Figure 1. Track usage over the die (run 1).
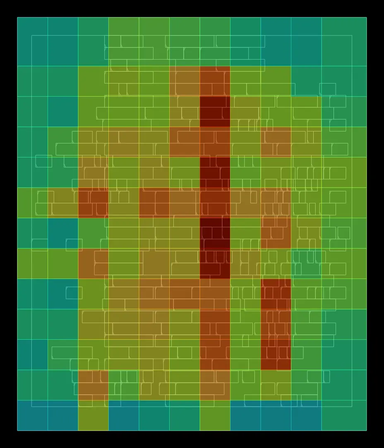
Figure 2. Gate families picked out (run 1).
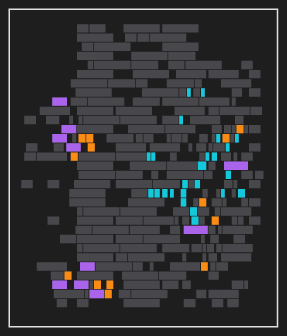
Figure 3. Sequential cells grouped by signal name (run 1).
Bar = 20 um.
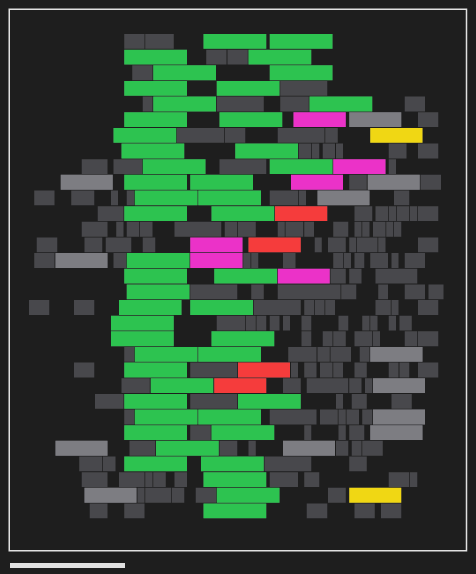
### src/rtl/vc_pkg.sv
// Shared definitions for the virtual-channel mux datapath.
package vc_pkg;

  typedef enum logic [0:0] {
    ARB_FIXED = 1'b0,
    ARB_RR    = 1'b1
  } arb_mode_e;

  localparam int DEFAULT_DATA_WIDTH = 6;
  localparam int DEFAULT_NUM_VC     = 2;

  // Width of a VC index; never narrower than one bit.
  function automatic int id_width(input int n);
    return (n > 1) ? $clog2(n) : 1;
  endfunction

endpackage

### src/rtl/vc_fifo.sv
// Per-VC input FIFO: head is presented combinationally, flags come from the
// registered count only, dropped writes set a sticky overflow flag.
module vc_fifo
  import vc_pkg::*;
#(
  parameter int DATA_WIDTH = DEFAULT_DATA_WIDTH,
  parameter int FIFO_DEPTH = 4
) (
  input  logic                  clk,
  input  logic                  reset_L,
  input  logic                  push,
  input  logic                  pop,
  input  logic [DATA_WIDTH-1:0] din,
  output logic [DATA_WIDTH-1:0] dout,
  output logic                  full,
  output logic                  empty,
  output logic                  overflow
);

  localparam int AW = $clog2(FIFO_DEPTH);
  localparam int CW = AW + 1;

  logic [DATA_WIDTH-1:0] mem_q [FIFO_DEPTH];
  logic [AW-1:0]         wr_ptr_q, wr_ptr_d;
  logic [AW-1:0]         rd_ptr_q, rd_ptr_d;
  logic [CW-1:0]         count_q, count_d;
  logic                  ovf_q, ovf_d;
  logic                  push_ok, pop_ok;

  // Accept/pop decisions and next pointer/count state.
  always_comb begin
    pop_ok   = pop && (count_q != '0);
    push_ok  = push && ((count_q != CW'(FIFO_DEPTH)) || pop_ok);
    wr_ptr_d = wr_ptr_q;
    rd_ptr_d = rd_ptr_q;
    count_d  = count_q;
    ovf_d    = ovf_q | (push & ~push_ok);
    if (push_ok) wr_ptr_d = wr_ptr_q + AW'(1);
    if (pop_ok)  rd_ptr_d = rd_ptr_q + AW'(1);
    case ({push_ok, pop_ok})
      2'b10:   count_d = count_q + CW'(1);
      2'b01:   count_d = count_q - CW'(1);
      default: count_d = count_q;
    endcase
  end

  // Pointer, count and sticky-overflow registers.
  always_ff @(posedge clk or negedge reset_L) begin
    if (!reset_L) begin
      wr_ptr_q <= '0;
      rd_ptr_q <= '0;
      count_q  <= '0;
      ovf_q    <= 1'b0;
    end else begin
      wr_ptr_q <= wr_ptr_d;
      rd_ptr_q <= rd_ptr_d;
      count_q  <= count_d;
      ovf_q    <= ovf_d;
    end
  end

  // Storage array; contents are don't-care while the count says empty.
  always_ff @(posedge clk) begin
    if (push_ok) mem_q[wr_ptr_q] <= din;
  end

  assign dout     = mem_q[rd_ptr_q];
  assign full     = (count_q == CW'(FIFO_DEPTH));
  assign empty    = (count_q == '0);
  assign overflow = ovf_q;

endmodule

### src/rtl/vc_arb_mux.sv
// N-VC multiplexer: per-VC FIFOs, fixed-priority or round-robin arbiter,
// registered output stage with backpressure and source-VC tag.
module vc_arb_mux
  import vc_pkg::*;
#(
  parameter int NUM_VC     = DEFAULT_NUM_VC,
  parameter int DATA_WIDTH = DEFAULT_DATA_WIDTH,
  parameter int FIFO_DEPTH = 4,
  parameter int ARB_MODE   = 0
) (
  input  logic                           clk,
  input  logic                           reset_L,
  input  logic [NUM_VC-1:0]              valid_in,
  input  logic [NUM_VC*DATA_WIDTH-1:0]   data_in,
  input  logic                           ready_out,
  output logic [DATA_WIDTH-1:0]          data_out,
  output logic                           valid_out,
  output logic [id_width(NUM_VC)-1:0]    vc_id_out,
  output logic [NUM_VC-1:0]              fifo_full,
  output logic [NUM_VC-1:0]              fifo_empty,
  output logic [NUM_VC-1:0]              overflow_err
);

  localparam int IDW = id_width(NUM_VC);

  logic [DATA_WIDTH-1:0] head [NUM_VC];
  logic [NUM_VC-1:0]     grant;
  logic                  grant_any;
  logic [IDW-1:0]        grant_idx;
  logic                  slot_free;
  logic [IDW-1:0]        rr_ptr_q, rr_ptr_d;
  logic [DATA_WIDTH-1:0] data_q, data_d;
  logic [IDW-1:0]        vc_q, vc_d;
  logic                  valid_q, valid_d;

  for (genvar i = 0; i < NUM_VC; i++) begin : g_fifo
    vc_fifo #(
      .DATA_WIDTH(DATA_WIDTH),
      .FIFO_DEPTH(FIFO_DEPTH)
    ) u_fifo (
      .clk     (clk),
      .reset_L (reset_L),
      .push    (valid_in[i]),
      .pop     (grant[i]),
      .din     (data_in[i*DATA_WIDTH +: DATA_WIDTH]),
      .dout    (head[i]),
      .full    (fifo_full[i]),
      .empty   (fifo_empty[i]),
      .overflow(overflow_err[i])
    );
  end

  // Arbiter: one-hot grant to a non-empty FIFO whenever the output slot is free.
  always_comb begin : p_arb
    logic [IDW-1:0] idx;
    grant     = '0;
    grant_any = 1'b0;
    grant_idx = '0;
    idx       = '0;
    slot_free = !valid_q || ready_out;
    if (slot_free) begin
      if (ARB_MODE == int'(ARB_RR)) begin
        for (int unsigned off = 0; off < NUM_VC; off++) begin
          idx = IDW'((32'(rr_ptr_q) + off) % 32'(NUM_VC));
          if (!grant_any && !fifo_empty[idx]) begin
            grant_any = 1'b1;
            grant_idx = idx;
          end
        end
      end else begin
        // Descending scan so the last hit, the lowest index, wins.
        for (int unsigned k = NUM_VC; k > 0; k--) begin
          idx = IDW'(k - 1);
          if (!fifo_empty[idx]) begin
            grant_any = 1'b1;
            grant_idx = idx;
          end
        end
      end
      if (grant_any) grant[grant_idx] = 1'b1;
    end
  end

  // Output stage and round-robin pointer next state.
  always_comb begin
    data_d   = data_q;
    vc_d     = vc_q;
    valid_d  = valid_q;
    rr_ptr_d = rr_ptr_q;
    if (grant_any) begin
      data_d   = head[grant_idx];
      vc_d     = grant_idx;
      valid_d  = 1'b1;
      rr_ptr_d = IDW'((32'(grant_idx) + 32'd1) % 32'(NUM_VC));
    end else if (slot_free && ready_out) begin
      valid_d = 1'b0;
    end
  end

  // Output and arbitration registers.
  always_ff @(posedge clk or negedge reset_L) begin
    if (!reset_L) begin
      data_q   <= '0;
      vc_q     <= '0;
      valid_q  <= 1'b0;
      rr_ptr_q <= '0;
    end else begin
      data_q   <= data_d;
      vc_q     <= vc_d;
      valid_q  <= valid_d;
      rr_ptr_q <= rr_ptr_d;
    end
  end

  assign data_out  = data_q;
  assign vc_id_out = vc_q;
  assign valid_out = valid_q;

endmodule

### config.mk
export PLATFORM = sky130hd
export DESIGN_NAME = vc_arb_mux
export DESIGN_NICKNAME = d
export VERILOG_FILES = /design/src/rtl/vc_pkg.sv /design/src/rtl/vc_fifo.sv /design/src/rtl/vc_arb_mux.sv
export SDC_FILE = /design/constraint.sdc
export NUM_CORES = 1
export LEC_CHECK = 0
export CAP_MARGIN = 10
export CORE_ASPECT_RATIO = 1.2
export CORE_MARGIN = 3
export CORE_UTILIZATION = 50
export DETAILED_ROUTE_END_ITERATION = 8
export PLACE_DENSITY = 0.79
export RECOVER_POWER = 100
export SLEW_MARGIN = 20
export SYNTH_ARGS = -nofsm -noshare
export SYNTH_HDL_FRONTEND = slang
export SYNTH_SLANG_ARGS = --single-unit
### constraint.sdc
create_clock -name clk -period 3.3 [get_ports clk]
set_input_delay 0.495 -clock clk [delete_from_list [all_inputs] [get_ports clk]]
set_output_delay 0.495 -clock clk [all_outputs]
set_load 0.02 [all_outputs]
==> flow_summary.toml, run 1 <==
# physical design summary
[logic_synthesis]
ff_type = "edfxtp_1"
ys_area_mm2 = 0.003217
yosysSeqAreaShare_pct = 63.48
edf_count = 48
ys_cells = 217
synth_top_area_share_pct = 44.81
synth_nets = 244
top_cells_by_count = "edfxtp_1, dfrtp_1, inv_1, mux4_2, nor2_1"

[clock_network]
cts_hold_buf = 0
cts_tree = "yes"
cts.clk_slew.worst_paths_ps = 70
max-clock-path-buffers = 2
cts.sinks = 72

[placement]
hpwlAfterDp_um = 3911
port_buffers = 30
post-place-ws_ps = 592.4
dpl_cell_area_mm2 = 0.003552

[cells_and_area]
fin_nets = 273
finish.instance_area_mm2 = 0.003690
nFillCells = 483
drive_gt1_share_pct = 12.75

[floorplanning]
die_w_um = 79.22
ios = 31
rows = 31
core_util_floorplan_pct = 52.49

[critical_path]
required_ps = 3310
cpPeakStageDelay_ps = 630

[global_routing]
grt_pass1_wl_um = 9066

[run]
max_cap_violations = 0

[drt]
wl_per_cell_um = 16.61
dr_total_vias = 1745
totalWireLength_um = 5532

[timing]
drv_slew = 0
hold_violations = 0
fmax_mhz = 359.4
fin_crit_sh_pct = 84.32
whs_ps = 462.8

[status]
status = "completed"
About Figure 1:
met1 GRT Util: 21.11%
GRT Overall Usage: 17.02%
final core occ: 60.21%

About Figure 2:
| colour | family | cells |
|---|---|---|
| orange | and/or cells | 13 |
| cyan | nor cells | 24 |
| purple | fa/ha/maj cells | 10 |
Final Non-Filler Cells: 333
most used logic cell in the final layout: edfxtp_1
Comb/total area: 26.89%

About Figure 3:
| colour | netlist name | sequential cells |
|---|---|---|
| magenta | `data_out` | 6 |
| red | `g_fifo.u_fifo.rd_ptr_q` | 4 |
| yellow | `g_fifo.u_fifo.overflow` | 2 |
| green | `g_fifo.u_fifo.mem_q` | 48 |
not coloured: 12
Seq area share: 55.34%
P_seq: 1450 uW
FF/Latch Area: 0.002042 mm2

## run 1: kinds of logic after synthesis
kind of cell / synth area share, %
DFF: 63.48
xor gates and xnor gates: 2.723
muxes: 9.413
and+or+nand+nor: 8.946
adders and majority gates: 4.356
AOI/OAI and AO/OA: 6.302
buffers and inverters: 4.784
## run 1: worst max-delay path, delay by kind of cell, from the launching register on
family,cells,cell delay [ps]
compound gates,1,630
buf+inv,1,280
flops,1,400
simple gates,3,1120
## run 1: registers in the layout, indices dropped and copies added, names as in the netlist
register	count
g_fifo.u_fifo.mem_q	48
data_out	6
g_fifo.u_fifo.count_q	6
g_fifo.u_fifo.rd_ptr_q	4
g_fifo.u_fifo.wr_ptr_q	4
g_fifo.u_fifo.overflow	2
valid_out	1
vc_id_out	1
## run 1: where the power goes
part | leakage, uW | switching (uW) | internal (uW)
sequential | 0.000713 | 211 | 1240
clock | 0.0000941 | 300 | 346
combinational | 0.000534 | 570 | 522
total | 0.00134 | 1080 | 2110
## run 1: cells in the final DEF (no fill, tap or decap), types with 7 or more instances in the layout
cell / count
inv_1: 12
dlygate4sd3_1: 28
ha_1: 8
dfrtp_1: 24
clkbuf_8: 9
xnor2_1: 8
nand2_1: 9
edfxtp_1: 48
o22ai_1: 7
nor3_1: 9
mux4_2: 12
nor2_1: 11
## run 1: stage by stage
step	utilization, %	instances
finish	60.21	333
floorplan	-	217
global placement	57.96	317
global route	60.21	333
CTS	60.90	333
detailed placement	57.96	317
## run 1: per-layer routing
| layer | wire, um | track usage, % | vias up |
|---|---|---|---|
| met5 | 0 | 0 | - |
| met4 | 118 | 8.596 | 0 |
| met3 | 214 | 5.374 | 9 |
| met2 | 2754 | 26.83 | 36 |
| met1 | 2444 | 21.11 | 847 |
| li1 | - | - | 853 |
## run 1: path summary, 6_finish.rpt
check	to	slack, ps	cells past startpoint	start
max	g_fifo[1].u_fifo.mem_q[0][3]	520	5	g_fifo[0].u_fifo.count_q[1]
min	g_fifo[0].u_fifo.overflow	460	1	g_fifo[0].u_fifo.overflow
max reg2reg	g_fifo[1].u_fifo.mem_q[0][3]	520	5	g_fifo[0].u_fifo.count_q[1]
min reg2reg	g_fifo[0].u_fifo.overflow	460	1	g_fifo[0].u_fifo.overflow
max in group asynchronous	g_fifo[1].u_fifo.wr_ptr_q[0]	1480	2	reset_L
min in group asynchronous	g_fifo[1].u_fifo.overflow	990	2	reset_L
## run 1: cell type report
cell class	instances	area, um2	share of cell area [%]
Clock inverter	4	45.04	1.221
Multi-Input combinational cell	116	992.2	26.89
Tap cell	82	102.6	2.781
Clock buffer	12	135.1	3.662
Timing Repair Buffer	34	322.8	8.749
Sequential cell	72	2042	55.34
Inverter	13	50.05	1.356
==> inputs of run 2 (changes only) <==
PLACE_DENSITY = 0.82   (was 0.79)
clock period = 2.4 ns   (was 3.3 ns; I/O delays follow)
Figure 4. Track usage over the die (run 2).
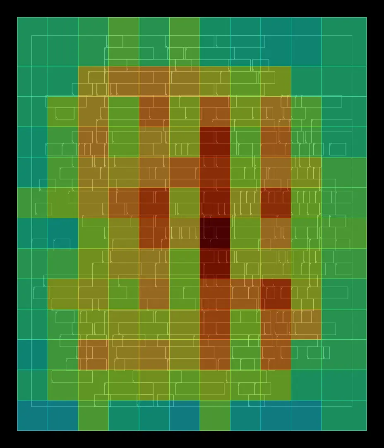
met1 GRT Util: 23.04%
final core occ: 62.29%
routing usage on met3: 4.894%

Figure 5. Zoomed window (run 2).
Bar = 10 um. Region (7, 11) to (32, 36) um. Cells in grey, sequential cells in the stronger grey; small squares are vias.
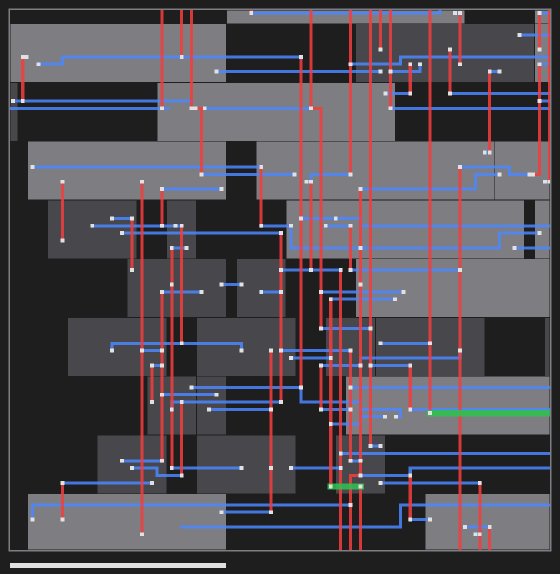
| colour | layer |
|---|---|
| red | metal 2 |
| green | metal 3 |
| blue | metal 1 |
cells with their middle in the window: 23
sequential cells in the window: 9
most frequent: edfxtp_1 (7), ha_1 (4), and2_1 (3)
netlist names of flops here include: `g_fifo.u_fifo.mem_q` (7), `g_fifo.u_fifo.wr_ptr_q` (2)

==> run 2 against run 1 <==
Largest cell class unchanged. Global-route usage is 0.40 points higher. Final cell count is 2.1% higher. Register-to-register slack got worse by 420 ps. Area after synthesis stayed put. Combinational power grew 45%. Sequential power is 38% higher.
==> flow_summary.toml, run 2 <==
# physical design summary
[status]
status = "completed"

[global_routing]
grt_usage_pct = 17.42
grt_pass1_wl_um = 9570

[cells_and_area]
layout_top_cell = "edfxtp_1"
largest_reg_flops = 48
top_register = "g_fifo.u_fifo.mem_q"
drive_gt1_share_pct = 16.67
fin_nets = 280
final_layout_top_logic_cells = "edfxtp_1, dlygate4sd3_1, dfrtp_1"

[clock_network]
cts.clk_slew.worst_paths_ps = 70
cts.sinks = 72
max-clock-path-buffers = 2
cts-root-buf = "clkbuf_8"
cts_tree = "yes"

[drt]
wl_per_cell_um = 17.06
avgViaCountPerCell = 5.526
antenna_left = 0
totalWireLength_um = 5801
dr_total_vias = 1879

[logic_synthesis]
edf_count = 48
synth_top_area_share_pct = 44.81
ys_cells = 217
ys_sh_simple_pct = 8.946
yosysSeqAreaShare_pct = 63.48
synth_adder_area_share_pct = 4.356
ys_area_mm2 = 0.003217
ys_sh_xor_pct = 2.723
top_cells_by_count = "edfxtp_1, dfrtp_1, inv_1, mux4_2, nor2_1"
ff_type = "edfxtp_1"
ys_sh_aoi_pct = 6.301

[placement]
hpwlAfterDp_um = 4022
dp_cells = 324
post-place-ws_ps = 62.85
port_buffers = 30

[critical_path]
required_ps = 2040
arrival_ps = 1980

[floorplanning]
rows = 31
core_util_floorplan_pct = 52.49
die_h_um = 93.87
ios = 31
die_w_um = 79.22

[timing]
setup_viol = 0
fmax_mhz = 427.6
drv_slew = 0
hold_violations = 0

[run]
max_cap_violations = 0
Figure 6. Gate families picked out (run 2).
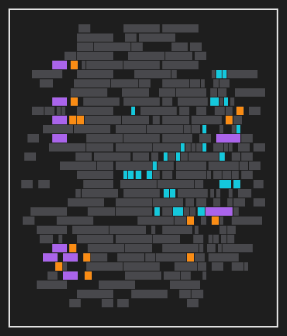
| colour | family | cells |
|---|---|---|
| purple | fa/ha/maj cells | 10 |
| orange | and/or cells | 13 |
| cyan | nor cells | 24 |
Comb/total area: 26.55%
Final Non-Filler Cells: 340

-- run 2: cell counts after synthesis --
Identical to the previous run, type by type.
-- run 2: critical path, cell delays in order (launching register included) --
cell and delay, ps:
dfrtp_1 440, or3_1 410, inv_1 160, clkdlybuf4s50_1 630
-- run 2: worst paths after layout --
check / slack (ps) / depth (start not counted) / end / startpoint
max: 60 / 3 / fifo_empty[1] / g_fifo[1].u_fifo.count_q[1]
min: 470 / 1 / g_fifo[1].u_fifo.overflow / g_fifo[1].u_fifo.overflow
max reg2reg: 100 / 6 / g_fifo[1].u_fifo.mem_q[3][3] / g_fifo[0].u_fifo.count_q[1]
min reg2reg: 470 / 1 / g_fifo[1].u_fifo.overflow / g_fifo[1].u_fifo.overflow
max in group asynchronous: 660 / 2 / data_out[3] / reset_L
min in group asynchronous: 880 / 2 / g_fifo[1].u_fifo.wr_ptr_q[0] / reset_L
-- run 2: cell type report --
| cell class | instances | area, um2 |
|---|---|---|
| Clock inverter | 6 | 108.9 |
| Timing Repair Buffer | 41 | 366.6 |
| Inverter | 13 | 56.30 |
| Sequential cell | 72 | 2042 |
| Tap cell | 82 | 102.6 |
| Clock buffer | 10 | 127.6 |
| Multi-Input combinational cell | 116 | 1013 |
| Fill cell | 473 | 2311 |
-- run 2: stage by stage --
step	utilization, %	area [um2]	hold WS (ps)
2_1_floorplan	-	3217	64.41
3_3_place_gp	58.82	3605	455.2
3_5_place_dp	58.82	3605	458.1
4_1_cts	62.66	3840	384.9
5_1_grt	62.29	3817	504.8
6_report	62.29	3817	466.3
-- run 2: per-layer routing --
layer	vias to the layer above	routed length (um)	track usage [%]
li1	866	-	-
met4	0	68	7.450
met1	933	2463	23.04
met3	8	353	4.894
met2	72	2915	27.04
met5	-	0	0
-- run 2: cells by family after synthesis --
family	count (synthesis)
simple gates	53
flops	72
compound gates	28
mux	15
xor+xnor	10
fa+ha+maj	10
buf+inv	29
-- run 2: timing repair --
item | in CTS | in global routing
hold buffers | 0 | 0
endpoints found under the setup margin | 1 | 1
gates cloned | 0 | 0
resized | 1 | 2
pin swaps | 0 | 1
-- run 2: power by group --
group | switching, uW | leakage (uW) | internal [uW]
combinational | 821 | 0.000571 | 758
sequential | 295 | 0.000713 | 1700
clock | 441 | 0.000120 | 689
No activity file was given, so power comes from the tool's default toggle rates.
